`config.mk`:
```
export PLATFORM = sky130hd
export DESIGN_NAME = rv64g_instr_dispatcher
export DESIGN_NICKNAME = d
export VERILOG_FILES = /design/src/rtl/rv64g_instr_dispatcher.sv
export SDC_FILE = /design/constraint.sdc
export NUM_CORES = 1
export LEC_CHECK = 0
export ABC_AREA = 1
export CORE_MARGIN = 2
export CORE_UTILIZATION = 54
export DETAILED_ROUTE_END_ITERATION = 8
export MAX_ROUTING_LAYER = met4
export PLACE_DENSITY = 0.86
export SKIP_LAST_GASP = 1
export SLEW_MARGIN = 20
export SYNTH_ARGS = -nofsm -noshare
export SYNTH_HDL_FRONTEND = slang
export SYNTH_SLANG_ARGS = --single-unit
```
`constraint.sdc`:
```
create_clock -name clk_i -period 4.3 [get_ports clk_i]
set_clock_uncertainty 0.05 [all_clocks]
set_input_delay 0.86 -clock clk_i [delete_from_list [all_inputs] [get_ports clk_i]]
set_output_delay 0.86 -clock clk_i [all_outputs]
set_load 0.005 [all_outputs]
```
`src/rtl/rv64g_instr_dispatcher.sv`:
```
// Dispatcher: 2-entry buffer of launched instructions, head routed to one of NU credit-limited units.
// Latency: 1 cycle from push into an empty buffer to dispatch; lock_set_o is combinational in the fire cycle.
// Backpressure: instr_ready_o = buffer not full (registered state only); unit valid held until ready.
module rv64g_instr_dispatcher #(
    parameter int DW      = 64,
    parameter int NR      = 64,
    parameter int NU      = 4,
    parameter int MAX_OUT = 2,
    localparam int UW     = (NU > 1) ? $clog2(NU) : 1
) (
    input  logic          clk_i,
    input  logic          rst_i,
    input  logic          clear_i,
    input  logic [DW-1:0] instr_i,
    input  logic [UW-1:0] instr_unit_i,
    input  logic [NR-1:0] instr_rd_mask_i,
    input  logic          instr_valid_i,
    output logic          instr_ready_o,
    output logic [DW-1:0] unit_instr_o,
    output logic [NU-1:0] unit_valid_o,
    input  logic [NU-1:0] unit_ready_i,
    input  logic [NU-1:0] unit_done_i,
    output logic [NR-1:0] lock_set_o,
    output logic          illegal_o
);
    localparam logic [2:0]  MAX_C = 3'(MAX_OUT);
    localparam logic [UW:0] NU_C  = (UW+1)'(NU);

    logic [DW-1:0] instr_q [2];
    logic [DW-1:0] instr_d [2];
    logic [UW-1:0] unit_q  [2];
    logic [UW-1:0] unit_d  [2];
    logic [NR-1:0] mask_q  [2];
    logic [NR-1:0] mask_d  [2];
    logic          wptr_q, wptr_d, rptr_q, rptr_d;
    logic [1:0]    cnt_q, cnt_d;
    logic [2:0]    credit_q [NU];
    logic [2:0]    credit_d [NU];

    logic [DW-1:0] head_instr;
    logic [UW-1:0] head_unit;
    logic [NR-1:0] head_mask;
    logic          not_empty, head_legal, illegal, fire, push, pop;
    logic [NU-1:0] valid_vec, fire_vec, dec_vec;

    always_comb begin
        head_instr = instr_q[rptr_q];
        head_unit  = unit_q[rptr_q];
        head_mask  = mask_q[rptr_q];
        not_empty  = (cnt_q != 2'd0);
        head_legal = ({1'b0, head_unit} < NU_C);
        illegal    = not_empty && !head_legal;
    end

    // Valid is independent of ready so the offer stays stable until the unit takes it.
    always_comb begin
        valid_vec = '0;
        fire_vec  = '0;
        for (int u = 0; u < NU; u++) begin
            if (not_empty && (head_unit == UW'(u)) && (credit_q[u] < MAX_C)) begin
                valid_vec[u] = 1'b1;
                fire_vec[u]  = unit_ready_i[u];
            end
        end
        fire = |fire_vec;
    end

    always_comb begin
        push    = instr_valid_i && (cnt_q != 2'd2) && !clear_i;
        pop     = fire || illegal;
        instr_d = instr_q;
        unit_d  = unit_q;
        mask_d  = mask_q;
        if (push) begin
            instr_d[wptr_q] = instr_i;
            unit_d[wptr_q]  = instr_unit_i;
            mask_d[wptr_q]  = instr_rd_mask_i;
        end
        wptr_d = wptr_q ^ push;
        rptr_d = rptr_q ^ pop;
        cnt_d  = cnt_q;
        case ({push, pop})
            2'b10:   cnt_d = cnt_q + 2'd1;
            2'b01:   cnt_d = cnt_q - 2'd1;
            default: cnt_d = cnt_q;
        endcase
        if (clear_i) begin
            wptr_d = 1'b0;
            rptr_d = 1'b0;
            cnt_d  = 2'd0;
        end
    end

    // Credits survive a flush: in-flight instructions still report completion.
    always_comb begin
        dec_vec  = '0;
        credit_d = credit_q;
        for (int u = 0; u < NU; u++) begin
            dec_vec[u] = unit_done_i[u] && (credit_q[u] != 3'd0);
            if (fire_vec[u] && !dec_vec[u]) begin
                credit_d[u] = credit_q[u] + 3'd1;
            end else if (dec_vec[u] && !fire_vec[u]) begin
                credit_d[u] = credit_q[u] - 3'd1;
            end
        end
    end

    always_ff @(posedge clk_i) begin
        if (rst_i) begin
            instr_q  <= '{default: '0};
            unit_q   <= '{default: '0};
            mask_q   <= '{default: '0};
            wptr_q   <= 1'b0;
            rptr_q   <= 1'b0;
            cnt_q    <= 2'd0;
            credit_q <= '{default: '0};
        end else begin
            instr_q  <= instr_d;
            unit_q   <= unit_d;
            mask_q   <= mask_d;
            wptr_q   <= wptr_d;
            rptr_q   <= rptr_d;
            cnt_q    <= cnt_d;
            credit_q <= credit_d;
        end
    end

    assign instr_ready_o = (cnt_q != 2'd2);
    assign unit_valid_o  = valid_vec;
    assign unit_instr_o  = not_empty ? head_instr : '0;
    assign lock_set_o    = fire ? head_mask : '0;
    assign illegal_o     = illegal;

endmodule
```
==> metrics.json, run 1 <==
{
  "critical_path": {
    "reg2reg_setup_slack_ps": 1560,
    "critical_path_arrival_ps": 3150,
    "endpoint_kind": "output pin",
    "crit_path_top_delay_cell": "sky130_fd_sc_hd__dfxtp_4",
    "crit-reg2reg-capture": "credit_q[5]",
    "path_depth": 10,
    "worstSetupPathType": "reg2out",
    "critical-path-top-delay-family": "buffers and inverters",
    "cp_max_fo": 50,
    "worstPathCellList": "inv_4, nand2_1, nand2_1, nor2_1, nand3_2, nand2_2, nor2_4, buf_4, a21oi_1, clkdlybuf4s50_1"
  },
  "hold_path": {
    "hold_path_end": "credit_q[5]",
    "min_delay_path_depth": 2
  },
  "synth": {
    "adder_share": 0.0142,
    "synth.cell_area_um2": 11800,
    "synth.cells.most_frequent": "sky130_fd_sc_hd__nor2_1 (537), sky130_fd_sc_hd__dfxtp_1 (276), sky130_fd_sc_hd__nand2_1 (274), sky130_fd_sc_hd__o21ai_0 (274), sky130_fd_sc_hd__a21oi_1 (112)",
    "yosysChipArea_um2": 11800,
    "synth_cell_type_count": 28,
    "post_synth_edffs": 0,
    "synth.top_cells.by_area": "sky130_fd_sc_hd__dfxtp_1 (47%), sky130_fd_sc_hd__nor2_1 (17%), sky130_fd_sc_hd__o21ai_0 (12%)",
    "synth-async-reset-ratio": 0
  },
  "grt": {
    "grt.met3_usage": 0.0623,
    "overflow": 0,
    "globalRouteMet1Util": 0.372,
    "grt_pass1_wl_mm": 54.7,
    "globalRouteMet2Util": 0.466
  },
  "clock_network": {
    "cts.root.buffer_cell": "sky130_fd_sc_hd__clkbuf_16",
    "ctsHoldBuffers": 0,
    "cts_post_setup_buffers_inserted": 0
  },
  "power": {
    "power.total_mw": 6.11,
    "power.switching_mw": 1.56,
    "sequentialPowerShare": 0.462,
    "power-per-cell-area_nw_per_um2": 393
  },
  "timing": {
    "slew_headroom": 0.529,
    "worst_pin_slew_ps": 707,
    "unrepaired_setup_endpoints_after_global_routing": "no",
    "postLayoutSetupSlackWorst_ps": 243,
    "finalSetupViolations": 0,
    "achievable_clock_frequency_mhz": 246
  },
  "outcome": {
    "run_status": "complete, no violations"
  },
  "placement": {
    "detailed_place.area_um2": 14600,
    "port_buffers": 274,
    "globalplace.congestion": 0.860,
    "placed_instances": 2146
  },
  "floorplan": {
    "placeableCoreArea_um2": 21600
  },
  "cells_and_area": {
    "reg_top3": "instr_q x128, mask_q x128, credit_q x12",
    "fill_cells": 1718,
    "nClkBuffers": 41,
    "antennaDiodeCount": 2
  },
  "detailed_routing": {
    "dr.first_iter.drc_count": 872,
    "avgRoutedWirePerCell_um": 16.0,
    "total_via_count_after_detailed_routing": 11900
  },
  "job": {
    "cap_viol_max_count": 0,
    "log.warning_count": 30
  }
}
run_1/placed.png
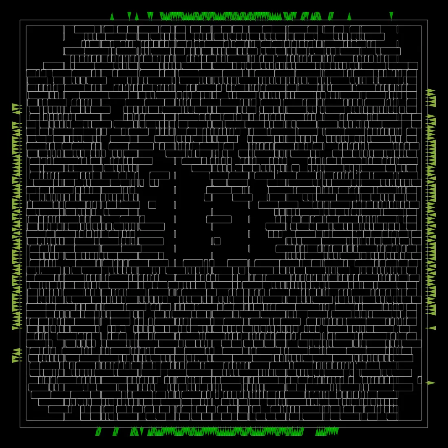
Final Core Density: 0.719
fraction of area in registers: 0.356
seq_cells: 276
number of cell rows: 54
num tapcells: 280

run_1/util_map.png
15 x 15 tiles, from black (low) to pale yellow (high), 0 to 100% covered.
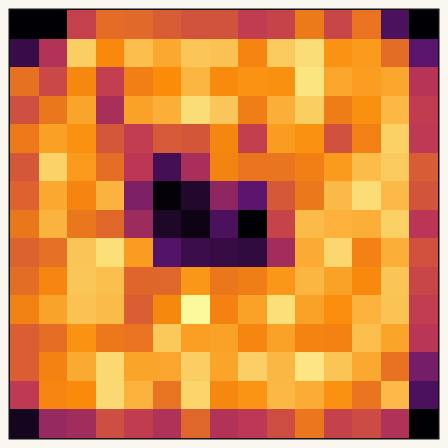
2.7% of the tiles are nearly empty. 42% of the tiles are over 75% full. The fullest tile reaches 99%. The mean over all tiles is 66%. The emptiest ninth of the die: center.

run_1/gates.png
Scale bar: 50 um.
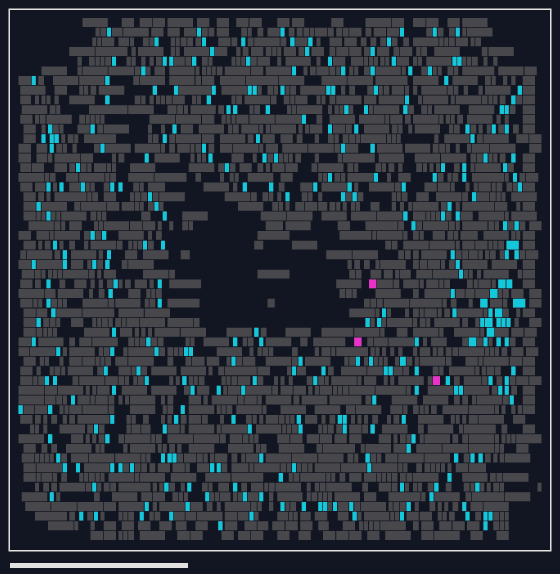
Key: nand cells = cyan [cells 285, most used nand2_1, where all over the die]; and/or cells = magenta [cells 3, most used or2_1]
multi-input logic portion of the cell area: 0.361
most common library cell in the layout ignoring fill and taps: sky130_fd_sc_hd__nor2_1

==> inputs of run 2 (changes only) <==
--- a/config.mk
+++ b/config.mk
@@ -5,12 +5,11 @@
 export SDC_FILE = /design/constraint.sdc
 export NUM_CORES = 1
 export LEC_CHECK = 0
-export ABC_AREA = 1
 export CORE_MARGIN = 2
 export CORE_UTILIZATION = 54
 export DETAILED_ROUTE_END_ITERATION = 8
 export MAX_ROUTING_LAYER = met4
-export PLACE_DENSITY = 0.86
+export PLACE_DENSITY = 0.85
 export SKIP_LAST_GASP = 1
 export SLEW_MARGIN = 20
 export SYNTH_ARGS = -nofsm -noshare
run_2/port_trees.png
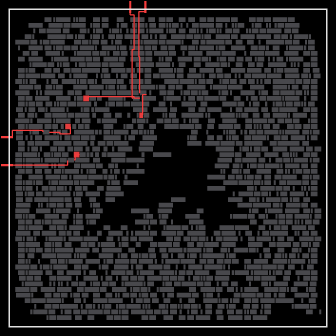
Key: `unit_done_i` = red [bits 4, direction input, edge 2 left, 2 top, end cells 4, wire 195 um]

==> run 2 against run 1 <==
Synthesized cell count down 28%. Fmax down 1.3%. Total power down 1.7%. Critical path type is now in2out.
==> metrics.json, run 2 <==
{
  "outcome": {
    "run_status": "complete, no violations"
  },
  "timing": {
    "unrepaired_setup_endpoints_after_global_routing": "no",
    "worst_pin_slew": {"value": 855, "unit": "ps", "change": "+148 ps"},
    "achievable_clock_frequency": {"value": 243, "unit": "MHz", "change": "-1.3%"},
    "slew_headroom": {"value": 0.430, "change": "-0.0989"},
    "finalSetupViolations": {"value": 0, "change": "unchanged"},
    "postLayoutSetupSlackWorst": {"value": 191, "unit": "ps", "change": "-52.2 ps"}
  },
  "synth": {
    "synth-async-reset-ratio": {"value": 0, "change": "unchanged"},
    "post_synth_edffs": {"value": 0, "change": "unchanged"},
    "synth.cells.most_frequent": "sky130_fd_sc_hd__nor2_1 (398), sky130_fd_sc_hd__mux2i_1 (394), sky130_fd_sc_hd__dfxtp_1 (276)",
    "fp_nets": 1384,
    "synth.avg_cell_area_um2": 9.73,
    "synth_cell_type_count": {"value": 35, "change": "+25%"},
    "yosysChipArea": {"value": 12000, "unit": "um^2", "change": "+1.6%"},
    "synthSimpleGateAreaFrac": 0.140,
    "synth_largest_type_area_fraction": 0.461,
    "synth.top_cells.by_area": "sky130_fd_sc_hd__dfxtp_1 (46%), sky130_fd_sc_hd__mux2i_1 (33%), sky130_fd_sc_hd__nor2_1 (12%)",
    "adder_share": {"value": 0.0140, "change": "-0.000227"},
    "synth.cell_area": {"value": 12000, "unit": "um^2", "change": "+1.6%"}
  },
  "cells_and_area": {
    "reg_top3": "instr_q x128, mask_q x128, credit_q x12",
    "final_core_utilization": {"value": 0.729, "change": "+0.00995"},
    "sequential_cell_total": {"value": 276, "change": "unchanged"},
    "comb_share": {"value": 0.381, "change": "+0.0200"},
    "nClkBuffers": {"value": 36, "change": "-12%"},
    "seq_area_frac": {"value": 0.347, "change": "-0.00811"},
    "fill_cells": {"value": 1570, "change": "-8.6%"},
    "antennaDiodeCount": {"value": 0, "change": "-2"},
    "layout_top_cell_excl_fill_tap": "sky130_fd_sc_hd__nor2_1"
  },
  "detailed_routing": {
    "dr.first_iter.drc_count": {"value": 446, "change": "-49%"},
    "total_via_count_after_detailed_routing": {"value": 9315, "change": "-22%"},
    "avgViaCountPerCell": 5.28,
    "dr.max_layer_used": "met4",
    "avgRoutedWirePerCell": {"value": 16.4, "unit": "um", "change": "+2.1%"}
  },
  "clock_network": {
    "clk_pin_slew_ps": 60,
    "cts.root.buffer_cell": "sky130_fd_sc_hd__clkbuf_16",
    "cts_post_setup_buffers_inserted": {"value": 0, "change": "unchanged"},
    "ctsHoldBuffers": {"value": 0, "change": "unchanged"},
    "worstSkewPairLatency_ps": 530
  },
  "critical_path": {
    "crit-reg2reg-capture": "credit_q[5]",
    "worstPathCellList": "clkdlybuf4s50_1, or3b_2, nor4_2, a2111oi_4, buf_12, nor2_1, clkdlybuf4s50_1",
    "reg2reg_setup_slack": {"value": 1350, "unit": "ps", "change": "-210 ps"},
    "cp_max_fo": {"value": 61, "change": "+22%"},
    "endpoint_kind": "output pin",
    "path_depth": {"value": 7, "change": "-3"},
    "critical_path_arrival": {"value": 3200, "unit": "ps", "change": "+50 ps"},
    "worstSetupPathType": "in2out",
    "critical-path-top-delay-family": "buffers and inverters"
  },
  "grt": {
    "overflow": {"value": 0, "change": "unchanged"},
    "grt_pass1_wl": {"value": 46.9, "unit": "mm", "change": "-14%"},
    "globalRouteMet2Util": {"value": 0.416, "change": "-0.0503"}
  },
  "power": {
    "power-per-cell-area": {"value": 377, "unit": "nW/um^2", "change": "-3.9%"},
    "internal-power_mw": 4.57,
    "power.total": {"value": 6.00, "unit": "mW", "change": "-1.7%"},
    "power.switching": {"value": 1.43, "unit": "mW", "change": "-7.9%"},
    "sequentialPowerShare": {"value": 0.461, "change": "about the same"}
  },
  "placement": {
    "port_buffers": {"value": 274, "change": "unchanged"},
    "detailed_place.area": {"value": 14900, "unit": "um^2", "change": "+2.4%"},
    "globalplace.congestion": {"value": 0.802, "change": "-6.8%"},
    "placed_instances": {"value": 1712, "change": "-20%"}
  },
  "hold_path": {
    "hold_path_end": "mask_q[114]"
  },
  "floorplan": {
    "core.rowCount": {"value": 54, "change": "unchanged"},
    "tap_cells": {"value": 280, "change": "unchanged"},
    "fp_util": 0.549,
    "ios": 276,
    "placeableCoreArea": {"value": 21800, "unit": "um^2", "change": "+0.94%"}
  },
  "job": {
    "log.warning_count": {"value": 33, "change": "+10%"},
    "cap_viol_max_count": {"value": 0, "change": "unchanged"}
  }
}
run_2/m3.png
Scale bar: 50 um.
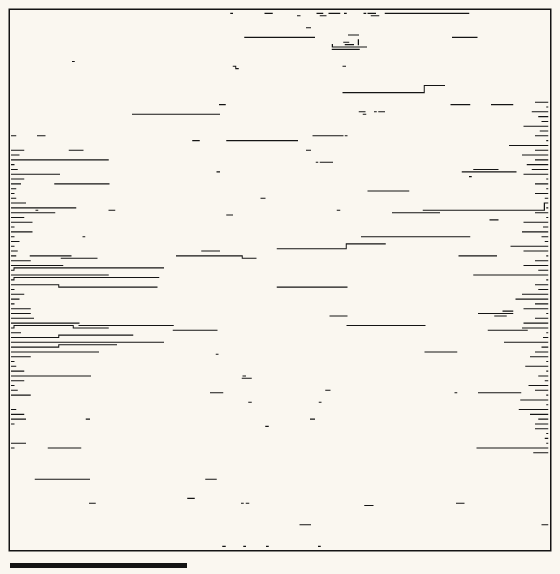
The layer carries 1470 um of wire. The layer holds 5.1% of the routed length.

run_2/gates.png
Scale bar: 50 um.
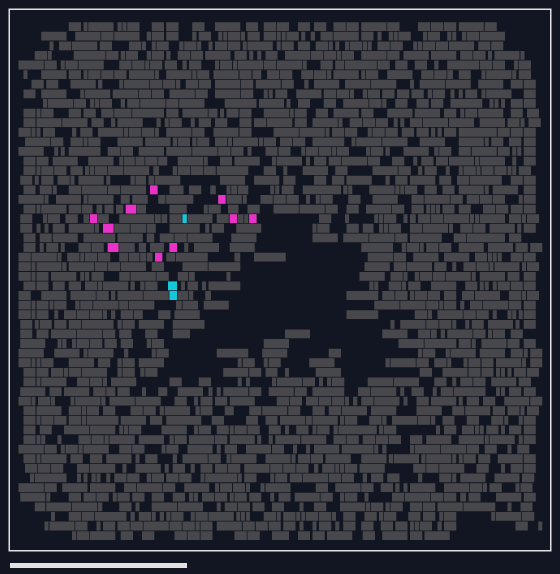

==> inputs of run 3 (changes only) <==
--- a/config.mk
+++ b/config.mk
@@ -5,6 +5,7 @@
 export SDC_FILE = /design/constraint.sdc
 export NUM_CORES = 1
 export LEC_CHECK = 0
+export CORE_ASPECT_RATIO = 1.1
 export CORE_MARGIN = 2
 export CORE_UTILIZATION = 54
 export DETAILED_ROUTE_END_ITERATION = 8
run_3/gates.png
Scale bar: 50 um.
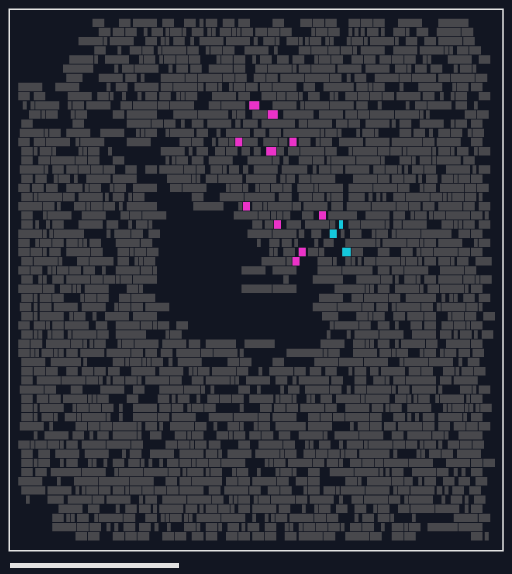
Key: and/or cells = magenta [cells 10, most used or3_1]; nand cells = cyan [cells 3]

run_3/placed.png
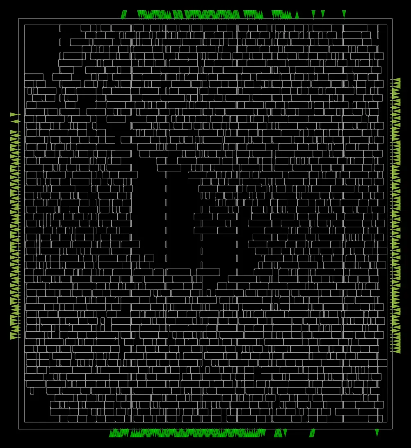
tally of non-filler cells in the final layout: 1778
Final Core Density: 0.724
fraction of area in registers: 0.347

==> run 3 against run 2 <==
Cell count is 0.85% higher. Critical path depth stayed put. Clock power hardly changed. Register-to-register slack better by 80 ps. Sequential power hardly changed. Largest cell class unchanged.
==> metrics.json, run 3 <==
{
  "outcome": {
    "run_status": "complete, no violations"
  },
  "placement": {
    "placed_instances": {"value": 1726, "change": "+0.82%"},
    "globalplace.congestion": {"value": 0.826, "change": "+3.0%"},
    "port_buffers": {"value": 274, "change": "unchanged"},
    "detailed_place.area": {"value": 14900, "unit": "um^2", "change": "about the same"}
  },
  "detailed_routing": {
    "detail_route.first_pass.iterations": 4,
    "total_via_count_after_detailed_routing": {"value": 9392, "change": "+0.83%"},
    "avgRoutedWirePerCell": {"value": 16.4, "unit": "um", "change": "+0.18%"},
    "dr.first_iter.drc_count": {"value": 348, "change": "-22%"},
    "avgViaCountPerCell": {"value": 5.28, "change": "about the same"}
  },
  "timing": {
    "finalSetupViolations": {"value": 0, "change": "unchanged"},
    "worst_pin_slew": {"value": 1050, "unit": "ps", "change": "+194 ps"},
    "postLayoutSetupSlackWorst": {"value": 278, "unit": "ps", "change": "+87.1 ps"},
    "achievable_clock_frequency": {"value": 249, "unit": "MHz", "change": "+2.2%"},
    "unrepaired_setup_endpoints_after_global_routing": "no",
    "totalNegativeSetupSlack_ps": 0
  },
  "grt": {
    "overflow": {"value": 0, "change": "unchanged"},
    "grt_pass1_wl": {"value": 47.1, "unit": "mm", "change": "+0.60%"}
  },
  "cells_and_area": {
    "layout_top_cell_excl_fill_tap": "sky130_fd_sc_hd__nor2_1",
    "sequential_cell_total": {"value": 276, "change": "unchanged"},
    "comb_share": {"value": 0.381, "change": "about the same"},
    "nClkBuffers": {"value": 45, "change": "+25%"},
    "layout.cells.most_common_list": "sky130_fd_sc_hd__nor2_1 (398), sky130_fd_sc_hd__mux2i_1 (394), sky130_fd_sc_hd__dfxtp_1 (275)",
    "reg_top3": "instr_q x128, mask_q x128, credit_q x12",
    "fill_cells": {"value": 1644, "change": "+4.7%"},
    "antennaDiodeCount": {"value": 1, "change": "+1"}
  },
  "synth": {
    "synth.cell_area": {"value": 12000, "unit": "um^2", "change": "unchanged"},
    "synth_largest_type_area_fraction": {"value": 0.461, "change": "unchanged"},
    "synth.top_cells.by_area": "sky130_fd_sc_hd__dfxtp_1 (46%), sky130_fd_sc_hd__mux2i_1 (33%), sky130_fd_sc_hd__nor2_1 (12%)",
    "synthSimpleGateAreaFrac": {"value": 0.140, "change": "unchanged"},
    "yosysChipArea": {"value": 12000, "unit": "um^2", "change": "unchanged"},
    "post_synth_edffs": {"value": 0, "change": "unchanged"},
    "synth.cells.most_frequent": "sky130_fd_sc_hd__nor2_1 (398), sky130_fd_sc_hd__mux2i_1 (394), sky130_fd_sc_hd__dfxtp_1 (276)",
    "fp_nets": {"value": 1384, "change": "unchanged"},
    "synth_cell_type_count": {"value": 35, "change": "unchanged"},
    "adder_share": {"value": 0.0140, "change": "unchanged"}
  },
  "floorplan": {
    "ios": {"value": 276, "change": "unchanged"},
    "placeableCoreArea": {"value": 22000, "unit": "um^2", "change": "+0.65%"},
    "core.rowCount": {"value": 57, "change": "+5.6%"},
    "tap_cells": {"value": 295, "change": "+5.4%"},
    "fp_util": {"value": 0.545, "change": "-0.00356"}
  },
  "critical_path": {
    "reg2reg_setup_slack": {"value": 1430, "unit": "ps", "change": "+80 ps"},
    "worstPathCellList": "clkdlybuf4s50_1, or3b_2, nor4_2, a2111oi_4, buf_12, nor2_1, clkdlybuf4s50_1",
    "path_depth": {"value": 7, "change": "unchanged"},
    "critical_path_arrival": {"value": 3110, "unit": "ps", "change": "-90 ps"},
    "critical-path-top-delay-family": "buffers and inverters",
    "crit-reg2reg-capture": "credit_q[11]",
    "worstSetupPathType": "in2out"
  },
  "job": {
    "log.warning_count": {"value": 29, "change": "-12%"},
    "cap_viol_max_count": {"value": 0, "change": "unchanged"}
  },
  "power": {
    "internal-power": {"value": 4.60, "unit": "mW", "change": "+0.75%"},
    "power.total": {"value": 6.04, "unit": "mW", "change": "+0.66%"},
    "sequentialPowerShare": {"value": 0.458, "change": "-0.003"},
    "power-per-cell-area": {"value": 380, "unit": "nW/um^2", "change": "+0.68%"}
  },
  "clock_network": {
    "cts.root.buffer_cell": "sky130_fd_sc_hd__clkbuf_16",
    "cts_post_setup_buffers_inserted": {"value": 0, "change": "unchanged"},
    "ctsHoldBuffers": {"value": 0, "change": "unchanged"},
    "worstSkewPairLatency": {"value": 530, "unit": "ps", "change": "about the same"},
    "clk_pin_slew": {"value": 50, "unit": "ps", "change": "about the same"}
  },
  "hold_path": {
    "hold_path_end": "instr_q[126]"
  }
}
Power is estimated from default activity; no workload was simulated.
